File: src/rtl/spi_pkg.sv
// spi_pkg: state encoding, default frame width and config-word field offsets
// shared by spi_fifo_ctrl and its FIFOs.
package spi_pkg;
  localparam int SPI_DW = 8;
  localparam logic [1:0] ST_IDLE    = 2'd0;
  localparam logic [1:0] ST_LOAD    = 2'd1;
  localparam logic [1:0] ST_XFER    = 2'd2;
  localparam logic [1:0] ST_CAPTURE = 2'd3;
  typedef enum logic [1:0] {
    IDLE    = ST_IDLE,
    LOAD    = ST_LOAD,
    XFER    = ST_XFER,
    CAPTURE = ST_CAPTURE
  } state_e;
  localparam int CFG_FW         = 8;
  localparam int CFG_BAUD_LSB   = 0;
  localparam int CFG_STATUS_LSB = 8;
  localparam int CFG_C2_LSB     = 16;
  localparam int CFG_C1_LSB     = 24;
endpackage

File: src/rtl/spi_sync_fifo.sv
// spi_sync_fifo: single-clock FIFO; push while full and pop while empty are ignored.
module spi_sync_fifo #(
  parameter int DW    = 8,
  parameter int DEPTH = 8
) (
  input  logic          clk,
  input  logic          rst_n,
  input  logic          push,
  input  logic [DW-1:0] push_data,
  input  logic          pop,
  output logic [DW-1:0] head,
  output logic          full,
  output logic          empty
);
  localparam int AW = $clog2(DEPTH);
  logic [DW-1:0] mem [DEPTH];
  logic [AW-1:0] wr_ptr, rd_ptr;
  logic [AW:0]   count;
  logic          do_push, do_pop;
  assign full    = count == (AW+1)'(DEPTH);
  assign empty   = count == '0;
  assign do_push = push && !full;
  assign do_pop  = pop && !empty;
  assign head    = mem[rd_ptr];
  always_ff @(posedge clk or negedge rst_n) begin
    if (!rst_n) begin
      wr_ptr <= '0;
      rd_ptr <= '0;
      count  <= '0;
    end else begin
      if (do_push) wr_ptr <= wr_ptr + 1'b1;
      if (do_pop) rd_ptr <= rd_ptr + 1'b1;
      count <= count + (AW+1)'(do_push) - (AW+1)'(do_pop);
    end
  end
  always_ff @(posedge clk) begin
    if (do_push) mem[wr_ptr] <= push_data;
  end
endmodule

File: src/rtl/spi_fifo_ctrl.sv
// spi_fifo_ctrl: TX/RX FIFOs around an spi_module, one frame in flight at a time.
// Optional XFER watchdog enabled by `define SPI_XFER_TIMEOUT_EN.
module spi_fifo_ctrl
  import spi_pkg::*;
#(
  parameter int DW          = SPI_DW,
  parameter int DEPTH       = 8,
  parameter int TIMEOUT_CYC = 4096
) (
  input  logic          i_sys_clk,
  input  logic          i_sys_rst,
  input  logic          i_wr_valid,
  input  logic [DW-1:0] i_wr_data,
  output logic          o_wr_ready,
  output logic          o_rd_valid,
  output logic [DW-1:0] o_rd_data,
  input  logic          i_rd_ready,
  input  logic [31:0]   i_cfg,
  input  logic          i_start,
  output logic          o_busy,
  output logic          o_rx_ovf,
  output logic          o_timeout,
  output logic [DW-1:0] o_spi_data,
  output logic [31:0]   o_spi_cfg,
  output logic          o_trans_en,
  input  logic          i_spi_irq,
  input  logic [DW-1:0] i_spi_data
);
  state_e        state, state_nx;
  logic          irq_q, irq_edge, tmo_hit, more;
  logic          tx_full, tx_empty, rx_full, rx_empty;
  logic [DW-1:0] tx_head;
  spi_sync_fifo #(.DW(DW), .DEPTH(DEPTH)) u_tx (
    .clk(i_sys_clk), .rst_n(i_sys_rst),
    .push(i_wr_valid), .push_data(i_wr_data),
    .pop(state == LOAD), .head(tx_head),
    .full(tx_full), .empty(tx_empty)
  );
  spi_sync_fifo #(.DW(DW), .DEPTH(DEPTH)) u_rx (
    .clk(i_sys_clk), .rst_n(i_sys_rst),
    .push(state == CAPTURE), .push_data(i_spi_data),
    .pop(i_rd_ready), .head(o_rd_data),
    .full(rx_full), .empty(rx_empty)
  );
  assign o_wr_ready = !tx_full;
  assign o_rd_valid = !rx_empty;
  assign o_busy     = state != IDLE;
  assign o_trans_en = state == LOAD;
  assign irq_edge   = i_spi_irq && !irq_q;
  assign more       = i_start && !tx_empty;
  always_comb begin
    state_nx = state;
    case (state)
      IDLE:    state_nx = more ? LOAD : IDLE;
      LOAD:    state_nx = XFER;
      XFER:    state_nx = irq_edge ? CAPTURE : (tmo_hit ? IDLE : XFER);
      CAPTURE: state_nx = more ? LOAD : IDLE;
      default: state_nx = IDLE;
    endcase
  end
  always_ff @(posedge i_sys_clk or negedge i_sys_rst) begin
    if (!i_sys_rst) begin
      state      <= IDLE;
      irq_q      <= 1'b0;
      o_spi_data <= '0;
      o_spi_cfg  <= '0;
      o_rx_ovf   <= 1'b0;
    end else begin
      state <= state_nx;
      irq_q <= i_spi_irq;
      if (state == IDLE)
        o_spi_cfg <= {i_cfg[CFG_C1_LSB +: CFG_FW], i_cfg[CFG_C2_LSB +: CFG_FW],
                      i_cfg[CFG_STATUS_LSB +: CFG_FW], i_cfg[CFG_BAUD_LSB +: CFG_FW]};
      if (state == LOAD) o_spi_data <= tx_head;
      if (state == CAPTURE && rx_full) o_rx_ovf <= 1'b1;
    end
  end
`ifdef SPI_XFER_TIMEOUT_EN
  localparam int TW = $clog2(TIMEOUT_CYC + 1);
  logic [TW-1:0] tmo_cnt;
  // counter reads k-1 in the k-th XFER cycle, so the flag lands at the end of cycle TIMEOUT_CYC
  assign tmo_hit = !irq_edge && tmo_cnt == TW'(TIMEOUT_CYC - 1);
  always_ff @(posedge i_sys_clk or negedge i_sys_rst) begin
    if (!i_sys_rst) begin
      tmo_cnt   <= '0;
      o_timeout <= 1'b0;
    end else begin
      tmo_cnt <= (state == XFER) ? tmo_cnt + 1'b1 : '0;
      if (state == XFER && tmo_hit) o_timeout <= 1'b1;
    end
  end
`else
  assign tmo_hit   = 1'b0;
  assign o_timeout = TIMEOUT_CYC < 0;
`endif
endmodule
File: config.mk
export PLATFORM = sky130hd
export DESIGN_NAME = spi_fifo_ctrl
export DESIGN_NICKNAME = d
export VERILOG_FILES = /design/src/rtl/spi_pkg.sv /design/src/rtl/spi_sync_fifo.sv /design/src/rtl/spi_fifo_ctrl.sv
export SDC_FILE = /design/constraint.sdc
export NUM_CORES = 1
export LEC_CHECK = 0
export ABC_AREA = 1
export CAP_MARGIN = 30
export CELL_PAD_IN_SITES_DETAIL_PLACEMENT = 1
export CELL_PAD_IN_SITES_GLOBAL_PLACEMENT = 1
export CORE_ASPECT_RATIO = 0.5
export CORE_MARGIN = 5
export CORE_UTILIZATION = 35
export CTS_CLUSTER_DIAMETER = 120
export DETAILED_ROUTE_END_ITERATION = 8
export PLACE_DENSITY_LB_ADDON = 0.1
export SLEW_MARGIN = 10
export SYNTH_ARGS = -nofsm -noshare
export SYNTH_HDL_FRONTEND = slang
export SYNTH_SLANG_ARGS = --single-unit
File: constraint.sdc
create_clock -name i_sys_clk -period 2.6 [get_ports i_sys_clk]
set_input_delay 0.26 -clock i_sys_clk [delete_from_list [all_inputs] [get_ports i_sys_clk]]
set_output_delay 0.26 -clock i_sys_clk [all_outputs]
set_load 0.01 [all_outputs]
Figure 1. Nets reached from selected ports.
Drawn at 2 px/um.
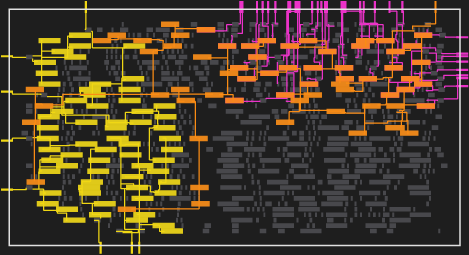
Key: `i_sys_rst` = orange [direction input, end cells 64, buffers 4, wire 813 um]; `i_wr_data` = yellow [direction input, end cells 64, buffers 8, wire 817 um]; `o_spi_cfg` = magenta [direction output, end cells 32, buffers 32, wire 1030 um]

Figure 2. M2 wires.
Drawn at 2 px/um.
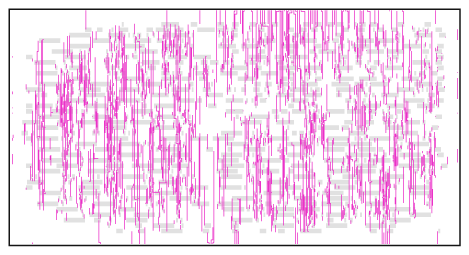
The longest straight run is 57.9 um. The layer carries 10200 um of wire.

==> notes.md <==
The layout was made with Yosys and OpenROAD.

Among all stages on the critical path, the maximum delay recorded is 0.58 ns. The cell area that synthesis handed to floorplanning was approximately 8100 um2. The share of the Yosys chip area taken by registers is between 60% and 70%. The summed negative setup slack over all endpoints is 0 ns. The report lists the number of cells resized after CTS as 0. The largest cell class by area is flip-flops and latches. Across the whole layout, storage elements make up roughly 53% of the cell area. The area occupied by registers is ~5400 um2. The total of hold buffers inserted after clock tree synthesis is 1.

The violation tally recorded at the end of detailed-routing iteration 0 is slightly below 300. Setup repair after global routing left no endpoint under its margin. After floorplanning, the core was sized to cover 22700 um2. The post-layout instance area is a little over 10000 um2. The max-slew check reports its worst relative slack as about 58%. The routed layout reports a DRC error count of 0.

Once detailed placement completed, the half-perimeter wirelength came to roughly 14000 um. The tally of non-filler cells in the final layout is 1211. The area figure in the yosys stat output is a little over 8000 um2.

The flow ran to the end, and the final reports show no timing, DRC or antenna violations. The share of total power dissipated in combinational logic is about 40%. Between the synthesized netlist and the finished layout, the area growth was recorded as 26.4%. The most area-hungry cell type in the Yosys netlist is sky130_fd_sc_hd__edfxtp_1. Per the power-grid run, VDD falls by no more than between 0.4 and 0.5 mV. Warnings reported by Yosys during synthesis add up to 0. The power consumption is ~0.012 W.

The top cell type in the final layout, fill and taps aside, is sky130_fd_sc_hd__nand2_1. The final-layout non-clock buffer area share is 13.4%. For this run, the final setup violation count is recorded as 0. STA reports the tightest min-delay check as being of type input pin to flip-flop. Total global-route track usage over all layers is between 15 and 20%. The critical setup path kind is flip-flop to output pin.

The area fraction in full adders, half adders and majority gates is approximately 3.8%. The dominant synthesized flop cell is sky130_fd_sc_hd__edfxtp_1. The vias after detailed routing is 5589. The top cell types in the final layout, fill and taps aside, are sky130_fd_sc_hd__nand2_1, sky130_fd_sc_hd__edfxtp_1, sky130_fd_sc_hd__clkdlybuf4s50_1, sky130_fd_sc_hd__inv_1, sky130_fd_sc_hd__nor2_1. The post-layout period usage of the worst path is 92.7%. Dividing the detail-routed via count by the number of cells gives 4.62.

The synthesized area divided by synthesized cell count is ~11 um2. The number of buffer cells added on primary ports is around 110. The overall routed net length is 20800 um.

The tap cell count is a little over 300.
Figure 3. Zoomed window.
Region (158, 78) to (178, 98) um. Cells in grey, sequential cells in the stronger grey; small squares are vias.
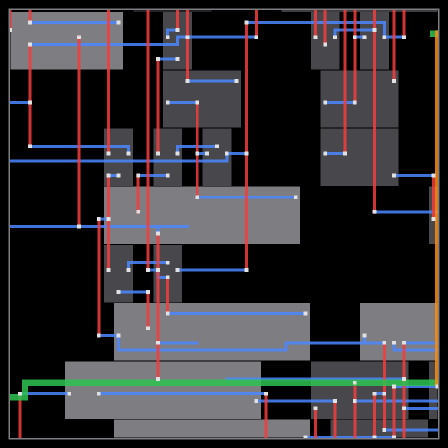
Key: metal 2 = red; metal 3 = green; metal 1 = blue; metal 4 = orange
Most frequent: nand2_1 (8), dfrtp_1 (4), clkdlybuf4s50_1 (3). 16 logic cells have their middle in the window. Netlist names of flops here include `o_spi_cfg` (3), `u_rx.count` (1). Sequential cells in the window: 4.

Figure 4. Clock nets.
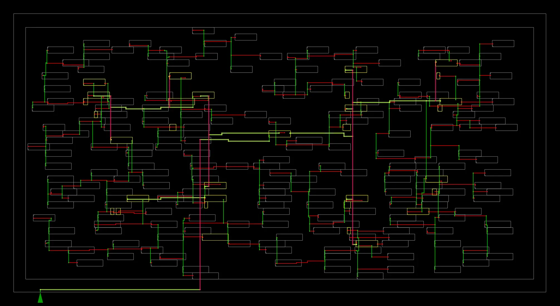
number of clock buffers in the layout: 19
clock tree sinks: 192
total number of sequential cells: 192
Clock Skew: 0.0127 ns

==> final timing paths <==
| path | start | endpoint | cells after the start |
|---|---|---|---|
| worst max-delay path | u_rx.rd_ptr[0] | o_rd_data[0] | 8 |
| worst min-delay path | i_spi_irq | irq_q | 1 |
| worst max register to register | u_tx.count[2] | u_tx.count[1] | 11 |
| worst min register to register | o_spi_cfg[1] | o_spi_cfg[1] | 2 |
| max in group asynchronous | i_sys_rst | o_spi_data[2] | 3 |
| min in group asynchronous | i_sys_rst | u_rx.count[3] | 2 |
==> per-layer routing <==
metal,GRT usage [%],part of all wire [%]
met5,0,0
met4,4.48,1.4
met3,3.74,3.0
met2,27.6,49
met1,21.3,46
Power is estimated from default activity; no workload was simulated.
